## config.mk

```make
export PLATFORM = sky130hd
export DESIGN_NAME = systolic_feeder
export DESIGN_NICKNAME = d
export VERILOG_FILES = /design/src/rtl/systolic_feeder_pkg.sv /design/src/rtl/systolic_feeder_skew_delay_line.sv /design/src/rtl/systolic_feeder.sv
export SDC_FILE = /design/constraint.sdc
export NUM_CORES = 1
export LEC_CHECK = 0
export ABC_AREA = 1
export ABC_CLOCK_PERIOD_IN_PS = 2800
export CAP_MARGIN = 10
export CORE_MARGIN = 3
export CORE_UTILIZATION = 30
export DETAILED_ROUTE_END_ITERATION = 8
export SLEW_MARGIN = 15
export SYNTH_ARGS = -nofsm -noshare
export SYNTH_HDL_FRONTEND = slang
export SYNTH_HIERARCHICAL = 1
export SYNTH_SLANG_ARGS = --single-unit
```

## constraint.sdc

```tcl
create_clock -name clk -period 2.8 [get_ports clk]
set_input_delay 0.84 -clock clk [delete_from_list [all_inputs] [get_ports clk]]
set_output_delay 0.84 -clock clk [all_outputs]
set_load 0.05 [all_outputs]
```

## src/rtl/systolic_feeder_pkg.sv

```systemverilog
// Package shared by the systolic feeder, its delay lines and the PE array.
// Holds the datapath defaults, the feeder state encoding and a helper that
// sizes the flush down-counter.
package systolic_feeder_pkg;

  // Datapath defaults shared with the PE row (Q6.10 signed operands).
  localparam int unsigned DEF_WIDTH = 16;
  localparam int unsigned DEF_N     = 4;
  localparam int unsigned FRAC_BIT  = 10;

  // Feeder state encoding.
  typedef enum logic [1:0] {
    ST_IDLE  = 2'd0,
    ST_FEED  = 2'd1,
    ST_FLUSH = 2'd2,
    ST_DONE  = 2'd3
  } feeder_state_e;

  // The flush counter must hold N-1. Keep it at least one bit wide so the
  // N=1 build still has a legal vector.
  function automatic int unsigned cnt_width(input int unsigned n);
    return (n > 1) ? $clog2(n) : 1;
  endfunction

endpackage

```

## src/rtl/systolic_feeder_skew_delay_line.sv

```systemverilog
// skew_delay_line: DEPTH-stage shift register carrying a data word and a
// valid bit. The whole chain advances only when en_i is high and is cleared
// by the synchronous active-high reset.
//   clk, rst          clock, synchronous reset
//   en_i              advance enable (low = freeze every stage)
//   data_i, valid_i   word and flag entering stage 0
//   data_o, valid_o   word and flag leaving the last stage
module skew_delay_line #(
  parameter int unsigned WIDTH = 16,
  parameter int unsigned DEPTH = 1
) (
  input  logic             clk,
  input  logic             rst,
  input  logic             en_i,
  input  logic [WIDTH-1:0] data_i,
  input  logic             valid_i,
  output logic [WIDTH-1:0] data_o,
  output logic             valid_o
);

  logic [WIDTH-1:0] data_q [DEPTH];
  logic [DEPTH-1:0] valid_q;

  always_ff @(posedge clk) begin
    if (rst) begin
      for (int i = 0; i < DEPTH; i++) begin
        data_q[i] <= '0;
      end
      valid_q <= '0;
    end else if (en_i) begin
      data_q[0]  <= data_i;
      valid_q[0] <= valid_i;
      for (int i = 1; i < DEPTH; i++) begin
        data_q[i]  <= data_q[i-1];
        valid_q[i] <= valid_q[i-1];
      end
    end
  end

  assign data_o  = data_q[DEPTH-1];
  assign valid_o = valid_q[DEPTH-1];

endmodule

```

## src/rtl/systolic_feeder.sv

```systemverilog
// systolic_feeder: turns a stream of N-element vectors into the skewed
// a-operand wavefront for a row of N PEs. Lane k sees element k delayed by
// k extra cycles. After the last vector of a matrix the lanes run out with
// bubbles and done pulses once the final operand has left lane N-1.
//
// Handshake: a vector is taken on a rising edge where s_valid && s_ready.
// s_ready never depends on s_valid; s_data/s_last only matter when s_valid
// is high. hold freezes lanes, state and counter and drops s_ready.
//
// Ports:
//   clk, rst         clock, synchronous active-high reset
//   s_data/s_valid/s_last/s_ready   upstream vector stream
//   hold             array stall
//   a_out, a_valid   skewed operands and per-lane valids to the PE row
//   busy             high in FEED or FLUSH
//   done             one-cycle pulse at the end of a matrix
//   dbg_state        current FSM state, for observation only
module systolic_feeder
  import systolic_feeder_pkg::*;
#(
  parameter int unsigned WIDTH = DEF_WIDTH,
  parameter int unsigned N     = DEF_N
) (
  input  logic             clk,
  input  logic             rst,
  input  logic [N*WIDTH-1:0] s_data,
  input  logic             s_valid,
  input  logic             s_last,
  output logic             s_ready,
  input  logic             hold,
  output logic [N*WIDTH-1:0] a_out,
  output logic [N-1:0]     a_valid,
  output logic             busy,
  output logic             done,
  output feeder_state_e    dbg_state
);

  localparam int unsigned   CW       = cnt_width(N);
  localparam logic [CW-1:0] CNT_LOAD = CW'(N - 1);

  feeder_state_e state_q;
  logic [CW-1:0] cnt_q;
  logic          accept;

  // rst is folded in so s_ready and done stay low during the reset cycle.
  assign s_ready   = !rst && !hold && (state_q == ST_IDLE || state_q == ST_FEED);
  assign accept    = s_valid && s_ready;
  assign busy      = (state_q == ST_FEED) || (state_q == ST_FLUSH);
  assign done      = !rst && !hold && (state_q == ST_DONE);
  assign dbg_state = state_q;

  // FLUSH is entered on the edge where the last vector enters the lanes.
  // The counter starts at N-1, so it reaches 0 exactly in the cycle where
  // that vector's last element sits on lane N-1. hold freezes lanes and
  // counter together, so this alignment survives stalls.
  always_ff @(posedge clk) begin
    if (rst) begin
      state_q <= ST_IDLE;
      cnt_q   <= '0;
    end else if (!hold) begin
      case (state_q)
        ST_IDLE, ST_FEED: begin
          if (accept) begin
            if (s_last) begin
              state_q <= ST_FLUSH;
              cnt_q   <= CNT_LOAD;
            end else begin
              state_q <= ST_FEED;
            end
          end
        end
        ST_FLUSH: begin
          if (cnt_q == '0) begin
            state_q <= ST_DONE;
          end else begin
            cnt_q <= cnt_q - 1'b1;
          end
        end
        ST_DONE: begin
          state_q <= ST_IDLE;
        end
        default: begin
          state_q <= ST_IDLE;
        end
      endcase
    end
  end

  // One delay line per lane; lane k is k+1 stages deep. Cycles without an
  // accept push a zero bubble so idle lanes always present a_out = 0.
  for (genvar k = 0; k < N; k++) begin : g_lane
    logic [WIDTH-1:0] lane_din;
    assign lane_din = accept ? s_data[k*WIDTH +: WIDTH] : '0;

    skew_delay_line #(
      .WIDTH(WIDTH),
      .DEPTH(k + 1)
    ) u_lane (
      .clk    (clk),
      .rst    (rst),
      .en_i   (!hold),
      .data_i (lane_din),
      .valid_i(accept),
      .data_o (a_out[k*WIDTH +: WIDTH]),
      .valid_o(a_valid[k])
    );
  end

endmodule

```

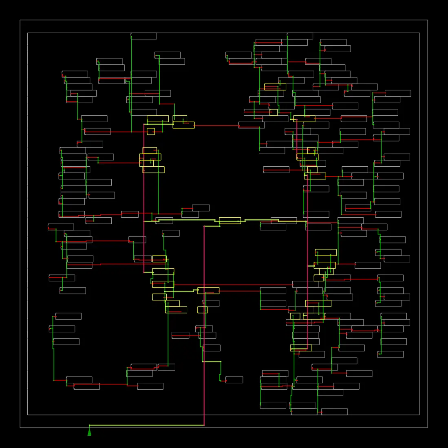
(run_1/clock_nets.png)
Flops: 174
clk_skew: 0.007744 ns

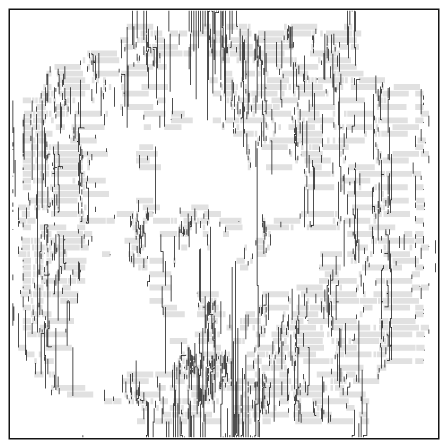
(run_1/m2.png)
678 nets have wire on it. The longest straight run is 80.9 um. The layer carries 6430 um of wire. The wires run mostly vertical. The layer holds 49% of the routed length.

==> impl_metrics.tcl, run 1 <==
# place-and-route summary
set metrics [dict create \
    tns_ns 0 \
    yosys-stat-cells 794 \
    pg_comb_uw 862 \
    post_cts_buffers 0 \
    comb_share 0.1735 \
    cts_made_buffers 17 \
    grt_pass1_wl_um 21960 \
    max_freq_mhz 374.3 \
    powerDensity_nw_per_um2 596.5 \
    floorplan.nets 868 \
    top_cell_area_share 0.5667 \
    holdCritPathClass "flop to flop" \
    pg_seq_uw 3010 \
    clk_share 0.05997 \
    track_usage 0.09175 \
    ioPinCount 142 \
    synth_area_um2 8478 \
    vias 4676 \
    max_stage_delay_ns 0.43 \
    p_clk_frac 0.392 \
    p_comb_frac 0.135 \
    cp_max_fo 5 \
    regMostFlops "g_lane.u_lane/data_q" \
    worst_ep_required_time_ns 1.96 \
    run_status "complete, no violations" \
    crit_chain "clkdlybuf4s50_1 -> inv_2 -> nand2_4 -> nor2_4 -> buf_12" \
    stdcell_count 1289 \
    initCoreUtil 0.3103 \
    layout_top_cell "inv_1" \
]
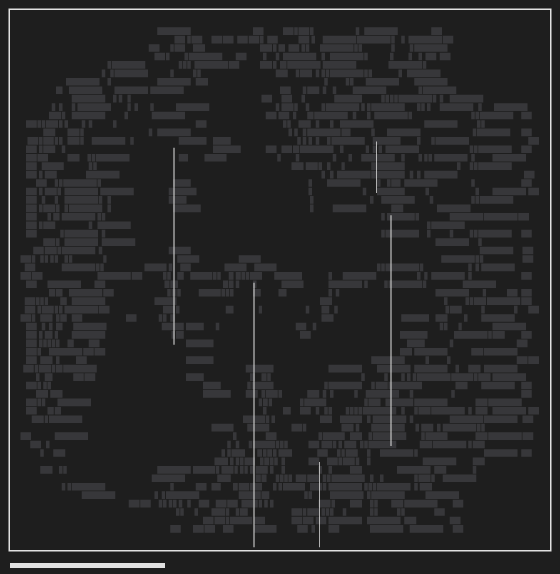
(run_1/m4.png)
Bar = 50 um.
3 nets have wire on it. The wires run mostly vertical.

==> run_1/sizing.png <==
Bar = 50 um.
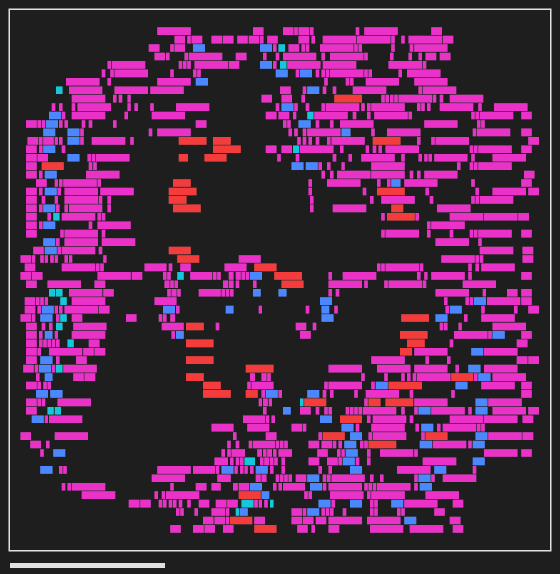

--- run 2 (diff from run 1) ---
- CORE_UTILIZATION: 30 -> 49
- CTS_BUF_LIST: not set -> sky130_fd_sc_hd__clkbuf_8 sky130_fd_sc_hd__clkbuf_16
- PLACE_DENSITY: not set -> 0.77
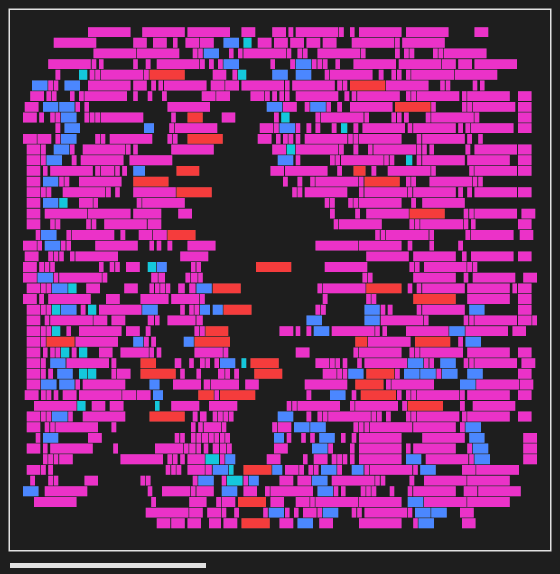
(run_2/sizing.png)
Bar = 50 um.
Red shows x6 and larger, cells 36, share 3.9%. Magenta shows x1 and smaller, cells 765, share 84%. Blue shows x3 and x4, cells 90, share 9.8%. Cyan shows x2, cells 23, share 2.5%.

==> impl_metrics.tcl, run 2 <==
# place-and-route summary
set metrics [dict create \
    run_status "complete, no violations" \
    fin_crit_ns 2.657 \
    post_cts_buffers 0 \
    cp-start-kind "primary input" \
    clk_share 0.05643 \
    top_cell "inv_1" \
    stdcell_count 1134 \
    pg_comb_uw 851 \
    floorplan.nets 868 \
    ioPinCount 142 \
    synth_area_um2 8478 \
    adder_share 0.007379 \
    cts_made_buffers 17 \
    grtUsageMet1 0.1525 \
    grt_pass1_wl_um 20040 \
    powerDensity_nw_per_um2 593.0 \
    intPower_uw 4539 \
    startpoint "rst" \
    pg_seq_uw 3010 \
    crit_chain "clkdlybuf4s50_1 -> inv_2 -> nand2_4 -> nor2_1 -> buf_12" \
    die_area_um2 18920 \
    initCoreUtil 0.5059 \
    vias 4697 \
    worst_ep_required_time_ns 1.96 \
    synthTopCellsByArea "edfxtp_1 57%, inv_1 11%, nor2_4 9.6%" \
    async_flop_share 0 \
    xor_share 0 \
    max_stage_delay_ns 0.43 \
    globalRouteMet3Util 0.06063 \
    dpl-instance-area_um2 9792 \
    p_clk_uw 2290 \
    yosys-stat-cells 794 \
    p_comb_frac 0.138 \
    rsz0062_at_grt "no" \
    layout_top_cell "inv_1" \
    holdCritPathClass "flop to flop" \
    cp-endpoint "done" \
    flop-count 174 \
    clkTransAtPathRegs_ns 0.06 \
    track_usage 0.1384 \
    top_cell_area_share 0.5667 \
    yosys_area_um2 8478 \
    p_clk_frac 0.372 \
    comb_share 0.1786 \
    fin_skew_ns 0.007976 \
    max_freq_mhz 376.3 \
    regMostFlops "g_lane.u_lane/data_q" \
    tns_ns 0 \
    cp_max_fo 5 \
    area_growth_pct 22.39 \
]
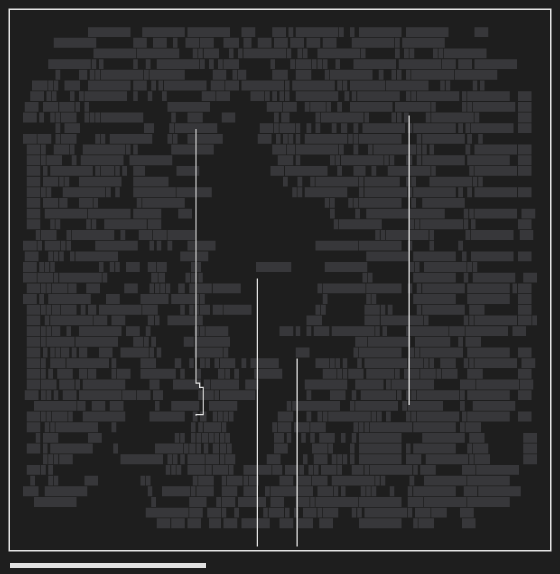
(run_2/m4.png)
Bar = 50 um.
The layer holds 2.2% of the routed length. The longest straight run is 73.4 um. The layer carries 266 um of wire.

